File: src/rtl/spi_reg_ctrl_if.sv
// Byte-stream side (from spi_fast_core) and register-bus side of spi_reg_ctrl.
// The master modport is the controller; the slave modport is the core plus the register file.
interface spi_reg_ctrl_if #(
    parameter int ADDR_W = 7
);
    logic [7:0]        user_out;
    logic              user_out_stb;
    logic [7:0]        user_in;
    logic              user_in_ack;
    logic              csn_state;
    logic              csn_rise;
    logic              csn_fall;
    logic [ADDR_W-1:0] bus_addr;
    logic [7:0]        bus_wdata;
    logic              bus_we;
    logic              bus_re;
    logic [7:0]        bus_rdata;

    modport master (
        input  user_out, user_out_stb, user_in_ack, csn_state, csn_rise, csn_fall, bus_rdata,
        output user_in, bus_addr, bus_wdata, bus_we, bus_re
    );

    modport slave (
        output user_out, user_out_stb, user_in_ack, csn_state, csn_rise, csn_fall, bus_rdata,
        input  user_in, bus_addr, bus_wdata, bus_we, bus_re
    );
endinterface

File: src/rtl/spi_reg_ctrl.sv
// Turns chip-select framed SPI bytes into register-bus accesses: the first byte is a
// command (bit7 = read, low bits = start address), the following bytes are an auto-incrementing burst.
module spi_reg_ctrl #(
    parameter int         ADDR_W = 7,
    parameter logic [7:0] STATUS = 8'hA5
) (
    input  logic                 clk,
    input  logic                 rst,
    spi_reg_ctrl_if.master       bif,
    output logic                 busy,
    output logic                 rd_late
);
    typedef enum logic [2:0] {IDLE, CMD, WR, RD_FETCH, RD_WAIT} state_t;

    state_t            state, state_n;
    logic [ADDR_W-1:0] addr, addr_n;
    logic              fetch_phase, fetch_phase_n;
    logic [7:0]        user_in_n;
    logic [ADDR_W-1:0] bus_addr_n;
    logic [7:0]        bus_wdata_n;
    logic              bus_we_n, bus_re_n, busy_n, rd_late_n;

    always_ff @(posedge clk or posedge rst) begin
        if (rst) begin
            state        <= IDLE;
            addr         <= '0;
            fetch_phase  <= 1'b0;
            bif.user_in  <= 8'h00;
            bif.bus_addr <= '0;
            bif.bus_wdata <= 8'h00;
            bif.bus_we   <= 1'b0;
            bif.bus_re   <= 1'b0;
            busy         <= 1'b0;
            rd_late      <= 1'b0;
        end else begin
            state        <= state_n;
            addr         <= addr_n;
            fetch_phase  <= fetch_phase_n;
            bif.user_in  <= user_in_n;
            bif.bus_addr <= bus_addr_n;
            bif.bus_wdata <= bus_wdata_n;
            bif.bus_we   <= bus_we_n;
            bif.bus_re   <= bus_re_n;
            busy         <= busy_n;
            rd_late      <= rd_late_n;
        end
    end

    // A fetch spends two cycles in RD_FETCH: phase 0 drives bus_re, phase 1 captures bus_rdata.
    always_comb begin
        state_n       = state;
        addr_n        = addr;
        fetch_phase_n = fetch_phase;
        user_in_n     = bif.user_in;
        bus_addr_n    = bif.bus_addr;
        bus_wdata_n   = bif.bus_wdata;
        bus_we_n      = 1'b0;
        bus_re_n      = 1'b0;
        rd_late_n     = 1'b0;

        case (state)
            IDLE: begin
                if (bif.csn_fall) begin
                    state_n   = CMD;
                    user_in_n = STATUS;
                end
            end
            CMD: begin
                if (bif.user_out_stb) begin
                    addr_n = bif.user_out[ADDR_W-1:0];
                    if (bif.user_out[7]) begin
                        state_n       = RD_FETCH;
                        bus_re_n      = 1'b1;
                        bus_addr_n    = bif.user_out[ADDR_W-1:0];
                        fetch_phase_n = 1'b0;
                    end else begin
                        state_n = WR;
                    end
                end
            end
            WR: begin
                if (bif.user_out_stb) begin
                    bus_we_n    = 1'b1;
                    bus_addr_n  = addr;
                    bus_wdata_n = bif.user_out;
                    addr_n      = addr + ADDR_W'(1);
                end
            end
            RD_FETCH: begin
                rd_late_n = bif.user_in_ack;
                if (!fetch_phase) begin
                    fetch_phase_n = 1'b1;
                end else begin
                    user_in_n = bif.bus_rdata;
                    addr_n    = addr + ADDR_W'(1);
                    state_n   = RD_WAIT;
                end
            end
            RD_WAIT: begin
                if (bif.user_in_ack) begin
                    state_n       = RD_FETCH;
                    bus_re_n      = 1'b1;
                    bus_addr_n    = addr;
                    fetch_phase_n = 1'b0;
                end
            end
            default: state_n = IDLE;
        endcase

        // Frame boundaries override the byte handling, except that a write already
        // strobed in alongside the boundary is still issued.
        if (state != IDLE) begin
            if (bif.csn_fall || bif.csn_rise || bif.csn_state) begin
                if (bus_re_n) begin
                    bus_addr_n = bif.bus_addr;
                end
                bus_re_n      = 1'b0;
                fetch_phase_n = 1'b0;
                if (bif.csn_fall) begin
                    state_n   = CMD;
                    user_in_n = STATUS;
                end else begin
                    state_n   = IDLE;
                    user_in_n = bif.user_in;
                end
            end
        end

        busy_n = (state_n != IDLE);
    end
endmodule

File: src/flat_wrapper.sv
// flat-port wrapper written by rule: the top's interface ports become plain ports
module spi_reg_ctrl_flat 
#(
    parameter int         ADDR_W = 7,
    parameter logic [7:0] STATUS = 8'hA5
)
  (clk, rst, busy, rd_late, bif_user_out, bif_user_out_stb, bif_user_in_ack, bif_csn_state, bif_csn_rise, bif_csn_fall, bif_bus_rdata, bif_user_in, bif_bus_addr, bif_bus_wdata, bif_bus_we, bif_bus_re);
  spi_reg_ctrl_if #(.ADDR_W(ADDR_W)) bif_i ();
  input  logic clk;
  input  logic rst;
  output logic busy;
  output logic rd_late;
  input wire logic [$bits(bif_i.user_out)-1:0] bif_user_out;
  input wire logic [$bits(bif_i.user_out_stb)-1:0] bif_user_out_stb;
  input wire logic [$bits(bif_i.user_in_ack)-1:0] bif_user_in_ack;
  input wire logic [$bits(bif_i.csn_state)-1:0] bif_csn_state;
  input wire logic [$bits(bif_i.csn_rise)-1:0] bif_csn_rise;
  input wire logic [$bits(bif_i.csn_fall)-1:0] bif_csn_fall;
  input wire logic [$bits(bif_i.bus_rdata)-1:0] bif_bus_rdata;
  output wire logic [$bits(bif_i.user_in)-1:0] bif_user_in;
  output wire logic [$bits(bif_i.bus_addr)-1:0] bif_bus_addr;
  output wire logic [$bits(bif_i.bus_wdata)-1:0] bif_bus_wdata;
  output wire logic [$bits(bif_i.bus_we)-1:0] bif_bus_we;
  output wire logic [$bits(bif_i.bus_re)-1:0] bif_bus_re;
  assign bif_i.user_out = bif_user_out;
  assign bif_i.user_out_stb = bif_user_out_stb;
  assign bif_i.user_in_ack = bif_user_in_ack;
  assign bif_i.csn_state = bif_csn_state;
  assign bif_i.csn_rise = bif_csn_rise;
  assign bif_i.csn_fall = bif_csn_fall;
  assign bif_i.bus_rdata = bif_bus_rdata;
  assign bif_user_in = bif_i.user_in;
  assign bif_bus_addr = bif_i.bus_addr;
  assign bif_bus_wdata = bif_i.bus_wdata;
  assign bif_bus_we = bif_i.bus_we;
  assign bif_bus_re = bif_i.bus_re;
  spi_reg_ctrl #(.ADDR_W(ADDR_W), .STATUS(STATUS)) u_core (.clk(clk), .rst(rst), .bif(bif_i), .busy(busy), .rd_late(rd_late));
endmodule
File: config.mk
export PLATFORM = sky130hd
export DESIGN_NAME = spi_reg_ctrl_flat
export DESIGN_NICKNAME = d
export VERILOG_FILES = /design/src/rtl/spi_reg_ctrl_if.sv /design/src/rtl/spi_reg_ctrl.sv /design/src/flat_wrapper.sv
export SDC_FILE = /design/constraint.sdc
export NUM_CORES = 1
export LEC_CHECK = 0
export ABC_AREA = 1
export CAP_MARGIN = 20
export CORE_MARGIN = 5
export CORE_UTILIZATION = 45
export CTS_BUF_LIST = sky130_fd_sc_hd__clkbuf_8
export CTS_CLUSTER_DIAMETER = 80
export DETAILED_ROUTE_END_ITERATION = 6
export PLACE_DENSITY = 0.74
export SYNTH_ARGS = -nofsm -noshare
export SYNTH_HDL_FRONTEND = slang
export SYNTH_SLANG_ARGS = --single-unit
File: constraint.sdc
create_clock -name clk -period 3.76 [get_ports clk]
set_input_delay 0.564 -clock clk [delete_from_list [all_inputs] [get_ports clk]]
set_output_delay 0.564 -clock clk [all_outputs]
set_load 0.05 [all_outputs]
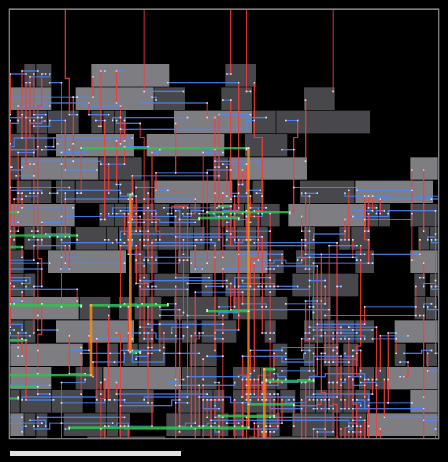
*Zoomed window, run 1*
Bar = 20 um. Region (14, 27) to (64, 77) um. Cells in grey, sequential cells in the stronger grey; small squares are vias.
[met3] green
[met2] red
[met4] orange
[met1] blue
most frequent: nand2_1 (50), nand3_1 (27), dfrtp_1 (22)
netlist names of flops here include: u_core.bif.user_in (8), u_core.bif.bus_addr (4), u_core.state (3)
sequential cells in the window: 22
cells with their middle in the window: 178

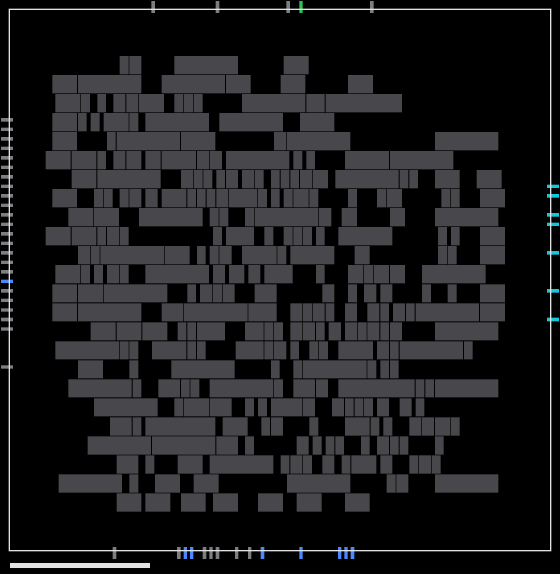
*Pin placement, run 1*
Bar = 20 um. Pins as bars across the die edge, other pins in grey.
[bif_bus_re] green | pins: 1 | direction: output | edge: top
[bif_bus_addr] cyan | pins: 7 | direction: output | edge: right
[bif_user_out] blue | pins: 8 | direction: input | edge: 7 bottom, 1 left
all pins by edge: 24 left, 14 bottom, 7 right, 5 top

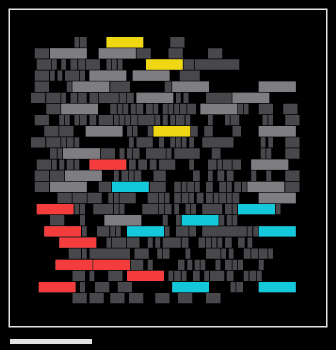
*Sequential cells coloured by netlist name, run 1*
Bar = 20 um. Other sequential cells in the stronger grey, the rest of the logic in the fainter grey.
[u_core.bif.bus_wdata] red | flops: 8 | where: lower left
[u_core.addr] cyan | flops: 7
[u_core.state] yellow | flops: 3
not coloured: 20
Sequential cell area: 951 um^2
Final Util: 62.2%
Seq group: 0.507 mW
fraction of area in registers: 34.9%

==> run notes, run 1 <==
impl run done, here's what came out: status finished, final reports clean, detailed placement HPWL 3.64 mm, fin nets 333, crit end category output pin, CTS buffer count 5, busiest grt layer met2, Final min period 2050 ps, CTS-repair resized insts 0, Final Instance Area 2730 um^2, Main synth FF type dfrtp_1, Antenna Violating Nets Remaining 0, largest net degree at the start of global routing 29, IO Pins 50, Slew HR 61.8%, Core Box Area 4380 um^2, Worst path slowest cell clkdlybuf4s50_1, post-synthesis mux area share 0%, later-pin clock latency in the skew report 290 ps, final setup TNS 0 ps, Area Growth Syn to Fin 34.0%, CP cell instances clkdlybuf4s50_1, crit path kind reg2out, Post-synth EDFFs 0, crit path DRT 3200 ps, initial antenna violation count 0, syn_area_per_cell 7.98 um^2, Rows 24, main logic family after synthesis simple AND/OR/NAND/NOR gates, yosys warns 0, Final period util 54.5%, postcts setup bufs 0, hold_ws 472 ps, fraction of registers with async set/reset 100%, slew at the pin with the worst max-slew slack 573 ps, Area leader share 46.7%, YS chip area 2030 um^2, yosys simple share 35.7%, Setup crit start kind flop, Adder Share, Synth 0.615%, post-place setup slack 1570 ps, met2 Track Usage GR 26.8%, grt met1 use 21.9%, root buf cell clkbuf_8, via count 1810, total power 1.34 mW, Compound Share, Synth 8.73%, Buf/Inv on CP 1, CTS clk-pin slew, worst paths 70 ps, Synth flops 38, Vias per Instance 5.00, post-synthesis instance total 255, most common cell in the netlist nand2_1, setup ws final 1710 ps, Commonest cells post-synth nand2_1 (86), dfrtp_1 (38), nand3_1 (35), inv_1 (23), o21ai_0 (14), gp weighted congestion 0.844, CTS Sinks 38
==> run 1: sequential cells by signal, summed over array words and instances, names as in the netlist <==
signal and flops:
u_core.fetch_phase 1, u_core.bif.bus_wdata 8, u_core.rd_late 1, u_core.addr 7
u_core.bif.bus_we 1, u_core.busy 1, u_core.state 3, u_core.bif.bus_re 1
u_core.bif.user_in 8, u_core.bif.bus_addr 7
==> run 1: routing by layer <==
layer / vias to the layer above / share of wire (%)
li1: 929 / -
met1: 817 / 45
met2: 54 / 46
met3: 10 / 7.5
met4: 0 / 1.7
met5: - / 0
==> run 1: final timing paths <==
check / slack (ps) / from / cells after the start / end
max: 1710 / u_core.bif.user_in[4] / 1 / bif_user_in[4]
max reg2reg: 2020 / u_core.state[1] / 7 / u_core.bif.user_in[7]
max in group asynchronous: 2490 / rst / 4 / u_core.state[1]
min reg2reg: 470 / u_core.bif.bus_addr[1] / 2 / u_core.bif.bus_addr[1]
min in group asynchronous: 620 / rst / 2 / u_core.bif.bus_wdata[5]
min: 470 / u_core.bif.bus_addr[1] / 2 / u_core.bif.bus_addr[1]
==> run 1: area by class of cell <==
type / count / share of cell area, %
clock buffer: 6 / 3.03
multi-input combinational: 183 / 34.0
inverter: 29 / 3.99
timing repair buffer: 52 / 19.6
tap: 52 / 2.39
sequential: 38 / 34.9
clock inverter: 2 / 2.20
==> run 1: report_power, final <==
group	leakage [nW]	internal, mW	switching, mW
logic	0.779	0.141	0.257
clock network	0.0714	0.283	0.147
registers	0.470	0.464	0.0438
total	1.32	0.888	0.448
==> run 1: cell usage in the layout (no fill, tap or decap), types with 7 or more instances in the layout <==
master / count
nand2_1: 86
clkdlybuf4s50_1: 49
dfrtp_1: 38
nand3_1: 35
inv_1: 23
o21ai_0: 14
nor2_1: 12
nand4_1: 8
o21ai_2: 7
==> run 2: changes to the inputs <==
--- a/config.mk
+++ b/config.mk
@@ -12,7 +12,7 @@
 export CTS_BUF_LIST = sky130_fd_sc_hd__clkbuf_8
 export CTS_CLUSTER_DIAMETER = 80
 export DETAILED_ROUTE_END_ITERATION = 6
-export PLACE_DENSITY = 0.74
+export PLACE_DENSITY = 0.77
 export SYNTH_ARGS = -nofsm -noshare
 export SYNTH_HDL_FRONTEND = slang
 export SYNTH_SLANG_ARGS = --single-unit
==> constraint.sdc (replaced) <==
create_clock -name clk -period 1.66 [get_ports clk]
set_input_delay 0.249 -clock clk [delete_from_list [all_inputs] [get_ports clk]]
set_output_delay 0.249 -clock clk [all_outputs]
set_load 0.05 [all_outputs]
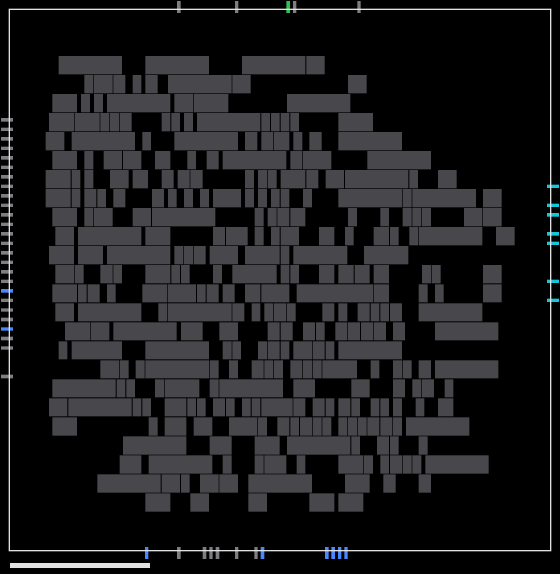
*Pin placement, run 2*
Bar = 20 um. Pins as bars across the die edge, other pins in grey.
[bif_bus_re] green | pins: 1 | direction: output | edge: top
[bif_user_out] blue | pins: 8 | direction: input | edge: 6 bottom, 2 left
[bif_bus_addr] cyan | pins: 7 | direction: output | edge: right
all pins by edge: 26 left, 12 bottom, 7 right, 5 top
die width: 77.2 um
port bufs: 49
Die Height: 77.2 um

==> run notes, run 2 <==
impl run done, here's what came out: status finished, final reports clean, Synth flops 38 (unchanged), Final min period 1480 ps, total power 2.80 mW (+110%), CTS clk-pin slew, worst paths 80 ps (about the same), Commonest cells post-synth nand2_1 (86), dfrtp_1 (38), nand3_1 (35), inv_1 (23), o21ai_0 (14), Adder Share, Synth 0.615% (unchanged), Setup crit start kind flop, gp weighted congestion 0.830 (-1.6%), final setup TNS 0 ps (unchanged), syn_area_per_cell 7.98 um^2 (unchanged), post-synthesis mux area share 0% (unchanged), detailed placement HPWL 3.58 mm (-1.7%), root buf cell clkbuf_8, CTS buffer count 5 (unchanged), Worst path slowest cell dfrtp_1, Final period util 89.2%, yosys simple share 35.7% (unchanged), post-place setup slack 20.7 ps (-1550 ps), crit path DRT 1840 ps (-1360 ps), most common cell in the netlist nand2_1, Main synth FF type dfrtp_1, setup ws final 180 ps (-1530 ps), Slew HR 63.8% (+2.0 points), Core Box Area 4380 um^2 (unchanged), slew at the pin with the worst max-slew slack 539 ps (-33.4 ps), fraction of registers with async set/reset 100% (unchanged), Rows 24 (unchanged), Antenna Violating Nets Remaining 0 (unchanged), Vias per Instance 4.94 (-1.3%), Post-synth EDFFs 0 (unchanged), Compound Share, Synth 8.73% (unchanged), CP cell instances nor2_1 > nand2_1 > o21ai_2 > nor2_4 > buf_4 > nand2_1 > o21ai_0, fin nets 338 (+1.5%), post-synthesis instance total 255 (unchanged), dominant logic cell type in the layout nand2_1, share of cells above drive strength 1 21.9%, yosys warns 0 (unchanged), CTS-repair resized insts 0 (unchanged), Sequential cell area 951 um^2 (unchanged), initial antenna violation count 0 (unchanged), later-pin clock latency in the skew report 290 ps (about the same), crit path kind reg2reg, most frequent cells in the layout nand2_1 (86), dfrtp_1 (38), nand3_1 (35), Area Growth Syn to Fin 30.6%, via count 1812 (+0.11%), Largest regs u_core.bif.bus_wdata x8, u_core.bif.user_in x8, Buf/Inv on CP 1 (unchanged), YS chip area 2030 um^2 (unchanged)
## run 2: cell counts after synthesis
Identical to the previous run, type by type.
## run 2: cell families after synthesis
family | count (synthesis)
and+or+nand+nor | 154
AOI/OAI and AO/OA | 27
xor gates and xnor gates | 1
DFF | 38
adders and majority gates | 1
buffers and inverters | 34
## run 2: metrics by stage
stage | hold WS [ps] | cell area (um^2) | instances | util [%]
CTS | 323 | 2660 | 367 | 60.6
detailed placement | 463 | 2550 | 359 | 58.1
global route | 345 | 2660 | 367 | 60.6
floorplan | 350 | 2030 | 255 | -
finish | 318 | 2660 | 367 | 60.6
global placement | 461 | 2550 | 359 | 58.1
## run 2: report_power, final
part           internal, mW  switching [mW]  total [mW]
clock network         0.442           0.328       0.770
registers              1.05          0.0993        1.15
logic                 0.295           0.583       0.879
## run 2: area by class of cell
type,instances,share of cell area [%]
clock buffers,5,2.59
inverters,29,4.10
repair buffers,57,18.7
well taps,52,2.45
clock inverters,3,1.55
flip-flops and latches,38,35.8
multi-input cells,183,34.9
## run 2: metal layers
layer / GRT usage (%) / wire [um]
met5: 0 / 0
met2: 25.6 / 2120
met1: 21.0 / 2080
met4: 5.15 / 80
met3: 5.85 / 368
## run 2: path summary, 6_finish.rpt
kind | startpoint | endpoint | slack, ps | cells after the start
max | u_core.state[2] | u_core.addr[3] | 180 | 7
min | rst | u_core.bif.bus_wdata[7] | 320 | 3
max reg2reg | u_core.state[2] | u_core.addr[3] | 180 | 7
min reg2reg | u_core.bif.bus_addr[0] | u_core.bif.bus_addr[0] | 480 | 2
max in group asynchronous | rst | u_core.bif.bus_addr[3] | 1150 | 3
min in group clk | u_core.bif.bus_addr[0] | u_core.bif.bus_addr[0] | 480 | 2
Power and IR drop assume default switching activity.
